==> config.mk <==
export PLATFORM = sky130hd
export DESIGN_NAME = simmem_rsp_slot_bank
export DESIGN_NICKNAME = d
export VERILOG_FILES = /design/src/rtl/simmem_rsp_slot_bank.sv
export SDC_FILE = /design/constraint.sdc
export NUM_CORES = 1
export LEC_CHECK = 0
export CAP_MARGIN = 15
export CORE_ASPECT_RATIO = 1.1
export CORE_UTILIZATION = 25
export DETAILED_ROUTE_END_ITERATION = 6
export GPL_TIMING_DRIVEN = 0
export HOLD_SLACK_MARGIN = 0.08
export PLACE_DENSITY = 0.39
export SLEW_MARGIN = 30
export SYNTH_ARGS = -nofsm -noshare
export SYNTH_HDL_FRONTEND = slang
export SYNTH_HIERARCHICAL = 1
export SYNTH_SLANG_ARGS = --single-unit
==> constraint.sdc <==
create_clock -name clk_i -period 12.15 [get_ports clk_i]
set_clock_uncertainty 0.15 [all_clocks]
set_input_delay 3.0375 -clock clk_i [delete_from_list [all_inputs] [get_ports clk_i]]
set_output_delay 3.0375 -clock clk_i [all_outputs]
set_load 0.1 [all_outputs]
==> src/rtl/simmem_rsp_slot_bank.sv <==
// Response bank for one AXI response channel: per-ID circular regions with burst
// reservation, sticky release enables and round-robin output with stall lock.

module simmem_rsp_region #(
  parameter int SlotsPerId   = 8,
  parameter int DataW        = 32,
  parameter int MaxBurstLenW = 3,
  localparam int PtrW        = $clog2(SlotsPerId)
) (
  input  logic                    clk_i,
  input  logic                    rst_ni,
  input  logic                    rsv_en,
  input  logic [MaxBurstLenW-1:0] rsv_len,
  input  logic                    in_en,
  input  logic [DataW-1:0]        in_data,
  input  logic                    pop_en,
  input  logic [SlotsPerId-1:0]   release_en,
  output logic [PtrW:0]           used,
  output logic [PtrW-1:0]         rsv_slot,
  output logic [PtrW-1:0]         head_slot,
  output logic                    has_unfilled,
  output logic                    head_ready,
  output logic [DataW-1:0]        head_data
);
  logic [PtrW:0]                    rsv_ptr, fill_ptr, out_ptr, pending;
  logic [SlotsPerId-1:0]            filled, rel, reserved;
  logic [SlotsPerId-1:0][DataW-1:0] data;

  assign used         = rsv_ptr - out_ptr;
  assign pending      = rsv_ptr - fill_ptr;
  assign rsv_slot     = rsv_ptr[PtrW-1:0];
  assign head_slot    = out_ptr[PtrW-1:0];
  assign has_unfilled = rsv_ptr != fill_ptr;
  assign head_ready   = filled[head_slot] & rel[head_slot];
  assign head_data    = data[head_slot];

  // A slot is reserved when its distance from the head is below the occupancy.
  for (genvar s = 0; s < SlotsPerId; s++) begin : g_rsvd
    assign reserved[s] = {1'b0, PtrW'(s) - head_slot} < used;
  end

  always_ff @(posedge clk_i or negedge rst_ni) begin
    if (!rst_ni) begin
      rsv_ptr  <= '0;
      fill_ptr <= '0;
      out_ptr  <= '0;
    end else begin
      if (rsv_en) rsv_ptr <= rsv_ptr + (PtrW+1)'(rsv_len) + 1'b1;
      if (in_en)  fill_ptr <= fill_ptr + 1'b1;
      if (pop_en) out_ptr <= out_ptr + 1'b1;
    end
  end

  always_ff @(posedge clk_i or negedge rst_ni) begin
    if (!rst_ni) begin
      filled <= '0;
      rel    <= '0;
    end else begin
      for (int s = 0; s < SlotsPerId; s++) begin
        if (pop_en && head_slot == PtrW'(s)) begin
          filled[s] <= 1'b0;
          rel[s]    <= 1'b0;
        end else begin
          if (in_en && fill_ptr[PtrW-1:0] == PtrW'(s)) filled[s] <= 1'b1;
          if (release_en[s] && reserved[s])            rel[s]    <= 1'b1;
        end
      end
    end
  end

  // Payload needs no reset: the filled flags gate its visibility.
  always_ff @(posedge clk_i) begin
    if (in_en) data[fill_ptr[PtrW-1:0]] <= in_data;
  end

  a_fill_le_rsv: assert property (@(posedge clk_i) disable iff (!rst_ni) pending <= used);
  a_in_legal:    assert property (@(posedge clk_i) disable iff (!rst_ni) in_en |-> has_unfilled);
endmodule

module simmem_rsp_slot_bank #(
  parameter int NumIds       = 4,
  parameter int SlotsPerId   = 8,
  parameter int DataW        = 32,
  parameter int MaxBurstLenW = 3,
  localparam int IdW         = $clog2(NumIds),
  localparam int PtrW        = $clog2(SlotsPerId),
  localparam int Capa        = NumIds * SlotsPerId,
  localparam int AddrW       = $clog2(Capa)
) (
  input  logic                    clk_i,
  input  logic                    rst_ni,
  input  logic                    rsv_valid_i,
  output logic                    rsv_ready_o,
  input  logic [IdW-1:0]          rsv_id_i,
  input  logic [MaxBurstLenW-1:0] rsv_burst_len_i,
  output logic [AddrW-1:0]        rsv_iid_o,
  input  logic [Capa-1:0]         release_en_i,
  output logic [Capa-1:0]         released_addr_onehot_o,
  input  logic                    in_valid_i,
  output logic                    in_ready_o,
  input  logic [IdW-1:0]          in_id_i,
  input  logic [DataW-1:0]        in_data_i,
  output logic                    out_valid_o,
  input  logic                    out_ready_i,
  output logic [IdW-1:0]          out_id_o,
  output logic [DataW-1:0]        out_data_o
);
  logic [NumIds-1:0][PtrW:0]      used;
  logic [NumIds-1:0][PtrW-1:0]    rsv_slot, head_slot;
  logic [NumIds-1:0][DataW-1:0]   head_data;
  logic [NumIds-1:0]              has_unfilled, eligible, rsv_en, in_en, pop_en;
  logic [PtrW:0]                  free, need;
  logic [IdW-1:0]                 rr_ptr, lock_id, arb_id, grant;
  logic                           lock, pop, rsv_fire, in_fire;

  assign free        = (PtrW+1)'(SlotsPerId) - used[rsv_id_i];
  assign need        = (PtrW+1)'(rsv_burst_len_i) + 1'b1;
  assign rsv_ready_o = free >= need;
  assign rsv_iid_o   = AddrW'({rsv_id_i, rsv_slot[rsv_id_i]});
  assign in_ready_o  = has_unfilled[in_id_i];
  assign rsv_fire    = rsv_valid_i & rsv_ready_o;
  assign in_fire     = in_valid_i & in_ready_o;

  for (genvar k = 0; k < NumIds; k++) begin : g_region
    assign rsv_en[k] = rsv_fire && rsv_id_i == IdW'(k);
    assign in_en[k]  = in_fire && in_id_i == IdW'(k);
    assign pop_en[k] = pop && grant == IdW'(k);

    simmem_rsp_region #(
      .SlotsPerId  (SlotsPerId),
      .DataW       (DataW),
      .MaxBurstLenW(MaxBurstLenW)
    ) u_region (
      .clk_i       (clk_i),
      .rst_ni      (rst_ni),
      .rsv_en      (rsv_en[k]),
      .rsv_len     (rsv_burst_len_i),
      .in_en       (in_en[k]),
      .in_data     (in_data_i),
      .pop_en      (pop_en[k]),
      .release_en  (release_en_i[k*SlotsPerId +: SlotsPerId]),
      .used        (used[k]),
      .rsv_slot    (rsv_slot[k]),
      .head_slot   (head_slot[k]),
      .has_unfilled(has_unfilled[k]),
      .head_ready  (eligible[k]),
      .head_data   (head_data[k])
    );
  end

  // Scan downward so the nearest eligible ID after rr_ptr wins.
  always_comb begin
    arb_id = rr_ptr;
    for (int i = NumIds; i >= 1; i--) begin
      if (eligible[(int'(rr_ptr) + i) % NumIds]) arb_id = IdW'((int'(rr_ptr) + i) % NumIds);
    end
  end

  assign grant       = lock ? lock_id : arb_id;
  assign out_valid_o = |eligible;
  assign out_id_o    = grant;
  assign out_data_o  = head_data[grant];
  assign pop         = out_valid_o & out_ready_i;

  always_comb begin
    released_addr_onehot_o = '0;
    if (pop) released_addr_onehot_o[AddrW'({grant, head_slot[grant]})] = 1'b1;
  end

  always_ff @(posedge clk_i or negedge rst_ni) begin
    if (!rst_ni) begin
      rr_ptr  <= '0;
      lock    <= 1'b0;
      lock_id <= '0;
    end else if (pop) begin
      rr_ptr <= grant;
      lock   <= 1'b0;
    end else if (out_valid_o) begin
      lock    <= 1'b1;
      lock_id <= grant;
    end
  end

  a_rel_onehot: assert property (@(posedge clk_i) disable iff (!rst_ni)
    $onehot0(released_addr_onehot_o));
  a_stall_stable: assert property (@(posedge clk_i) disable iff (!rst_ni)
    out_valid_o && !out_ready_i |=> out_valid_o && $stable(out_data_o) && $stable(out_id_o));
endmodule

==> ci_impl_report.md <==
## Synthesis and layout report

| Metric | Value |
|---|---|
| Largest net degree at the start of global routing | between 70 and 80 |
| RSZ-0062 raised after global routing | no |
| Number of clock-tree buffers in the layout | 167 |
| Synth Area per Inst | roughly 17 um^2 |
| Status | finished, violations left |
| Worst Path Max Fanout | 10 |
| Worst Hold Slack | 338 ps |
| Failing checks | DRC |
| Yosys Instances | slightly below 3000 |
| Top Layer Used | met4 |
| Setup Fix Bufs, Post-CTS | 0 |
| Synth Instances | roughly 2900 |
| Wl on met1 | slightly below 70000 um |
| Clock buffer depth | 3 |
| H-Tree Depth | 4 |
| Routing usage on met2 | a little under a quarter |
| Gr usage total | around 15% |
| Adder Share, Synth | 3.43% |
| Slew HR | a little under a third |
| Combinational share of cell area | about a quarter |
| Flop share of the area | a little under three fifths |
| CTS buffer count | between 100 and 150 |
| Top cells by count | edfxtp_1 (1024), nand2_1 (473), mux4_2 (257) |
| Final Cell Area | just under 60000 um^2 |
| FF+latch area | 33700 um^2 |
| Non-clk invs | approximately 86 |
| Initial antenna violation count | 5 |
| Iter 0 DRT Violations | about 2400 |
| Antenna cells | 4 |
| Worst setup EP type | primary output |
| Number of global-route vias before repair | 28200 |
| Worst-path cell chain | clkdlybuf4s50_1, buf_2, mux4_2, inv_1, ha_1, ha_1, a21o_1, a21o_1, a21oi_1, inv_1, clkdlybuf4s50_1 |
| Layout cells sized above 1 | 22.1% |
| Main area contributors | edfxtp_1 (63%), mux4_2 (12%), dfrtp_1 (6.0%) |
| Reg-to-Reg Start | g_region[3].u_region/out_ptr[1] |
| ANT nets after route | 0 |
| Critical path launch point type | input port |
| Post-cts hold buffer count | 0 |
| Simple Share, Synth | 5.47% |
| Max-area cell share | between 60 and 70% |
| Synth Warn # | 6 |
| Sequential share of the synthesized area | roughly 69% |
| Final setup viols | 0 |
| Die Size | ~200000 um^2 |
| Via density | ~4.6 |
| Cell Count, Final, Fillers Out | 5993 |
| Setup tns final | 0 ps |
| Tcrit/Tclk final | a little over four fifths |
| Most used DFF post-synth | edfxtp_1 |
| Max Transition Viols Final | 0 |
| Post-synth ARST share | about a tenth |
| Path depth of the worst reg2reg path | 14 |
| Routability cong. | slightly below 0.8 |
| Total grt overflow | 0 |
| Registers | roughly 1100 |
| Log Warnings | 77 |
| Fin crit period | about 10000 ps |
| DRC Markers | 43 |
| Data buffer area share | under 10% |
| Critical-path top delay cell | clkdlybuf4s50_1 |
| Die width | around 420 um |
| Area of the mapped netlist | slightly below 50000 um^2 |
| Post-synthesis xor/xnor area fraction | under 10% |
| WHS Path Cells | 1 |
| Buffers and inverters on the worst path | 5 |
| Gr busiest metal | met2 |
| Nets@finish | approximately 3500 |
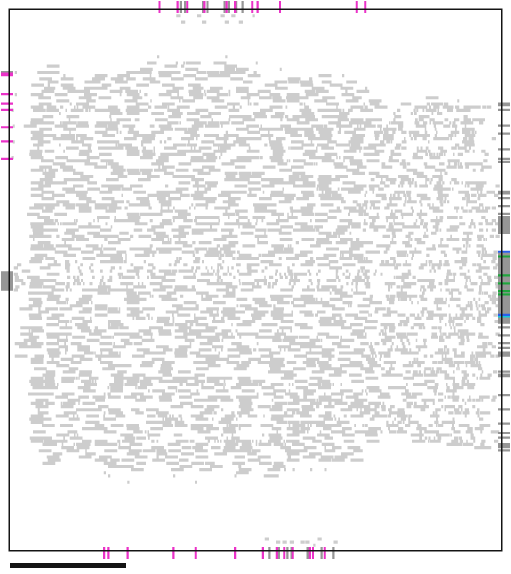
Figure 1: ports around the boundary.
Bar = 100 um. Pins as bars across the die edge, other pins in grey.
Key: out_ready_i = cyan [pins 1, direction input, edge east]; rsv_iid_o = green [pins 5, direction output, edge east]; out_id_o = blue [pins 2, direction output, edge east]; in_data_i = magenta [pins 32, direction input, edge 13 south, 11 north, 8 west]

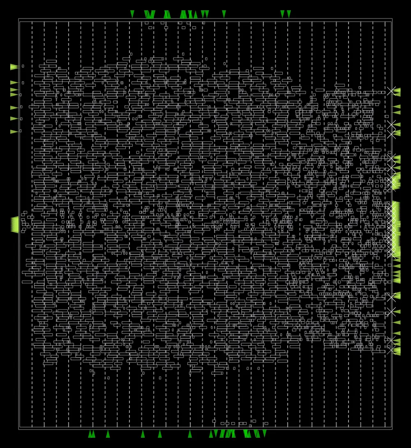
Figure 2: placed standard cells.
fillers: 19200
post-layout util: 30.7%

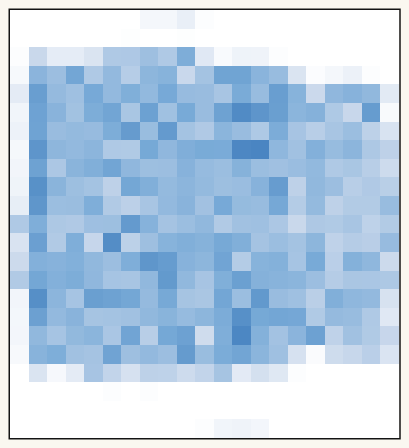
Figure 3: cell density map.
21 x 23 tiles, from white (low) to dark blue (high), 0 to 100% covered.
The mean over all tiles is 28%. 24% of the tiles are nearly empty. The densest ninth of the die: centre. The fullest tile reaches 65%. The emptiest ninth of the die: south-east.
Core Box Area: 194000 um^2
Starting Density: 25.3%

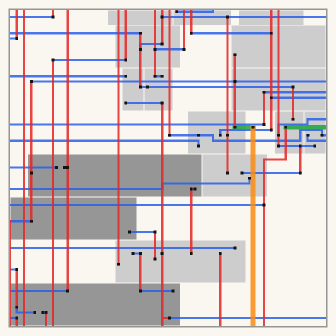
Figure 4: layout detail.
Region (308, 340) to (328, 360) um. Cells in grey, sequential cells in the stronger grey; small squares are vias.
Key: M3 = green; M4 = orange; M2 = red; M1 = blue
Netlist names of flops here include g_region.u_region/data (3). 13 logic cells have their middle in the window. Sequential cells in the window: 3. Most frequent: edfxtp_1 (3).

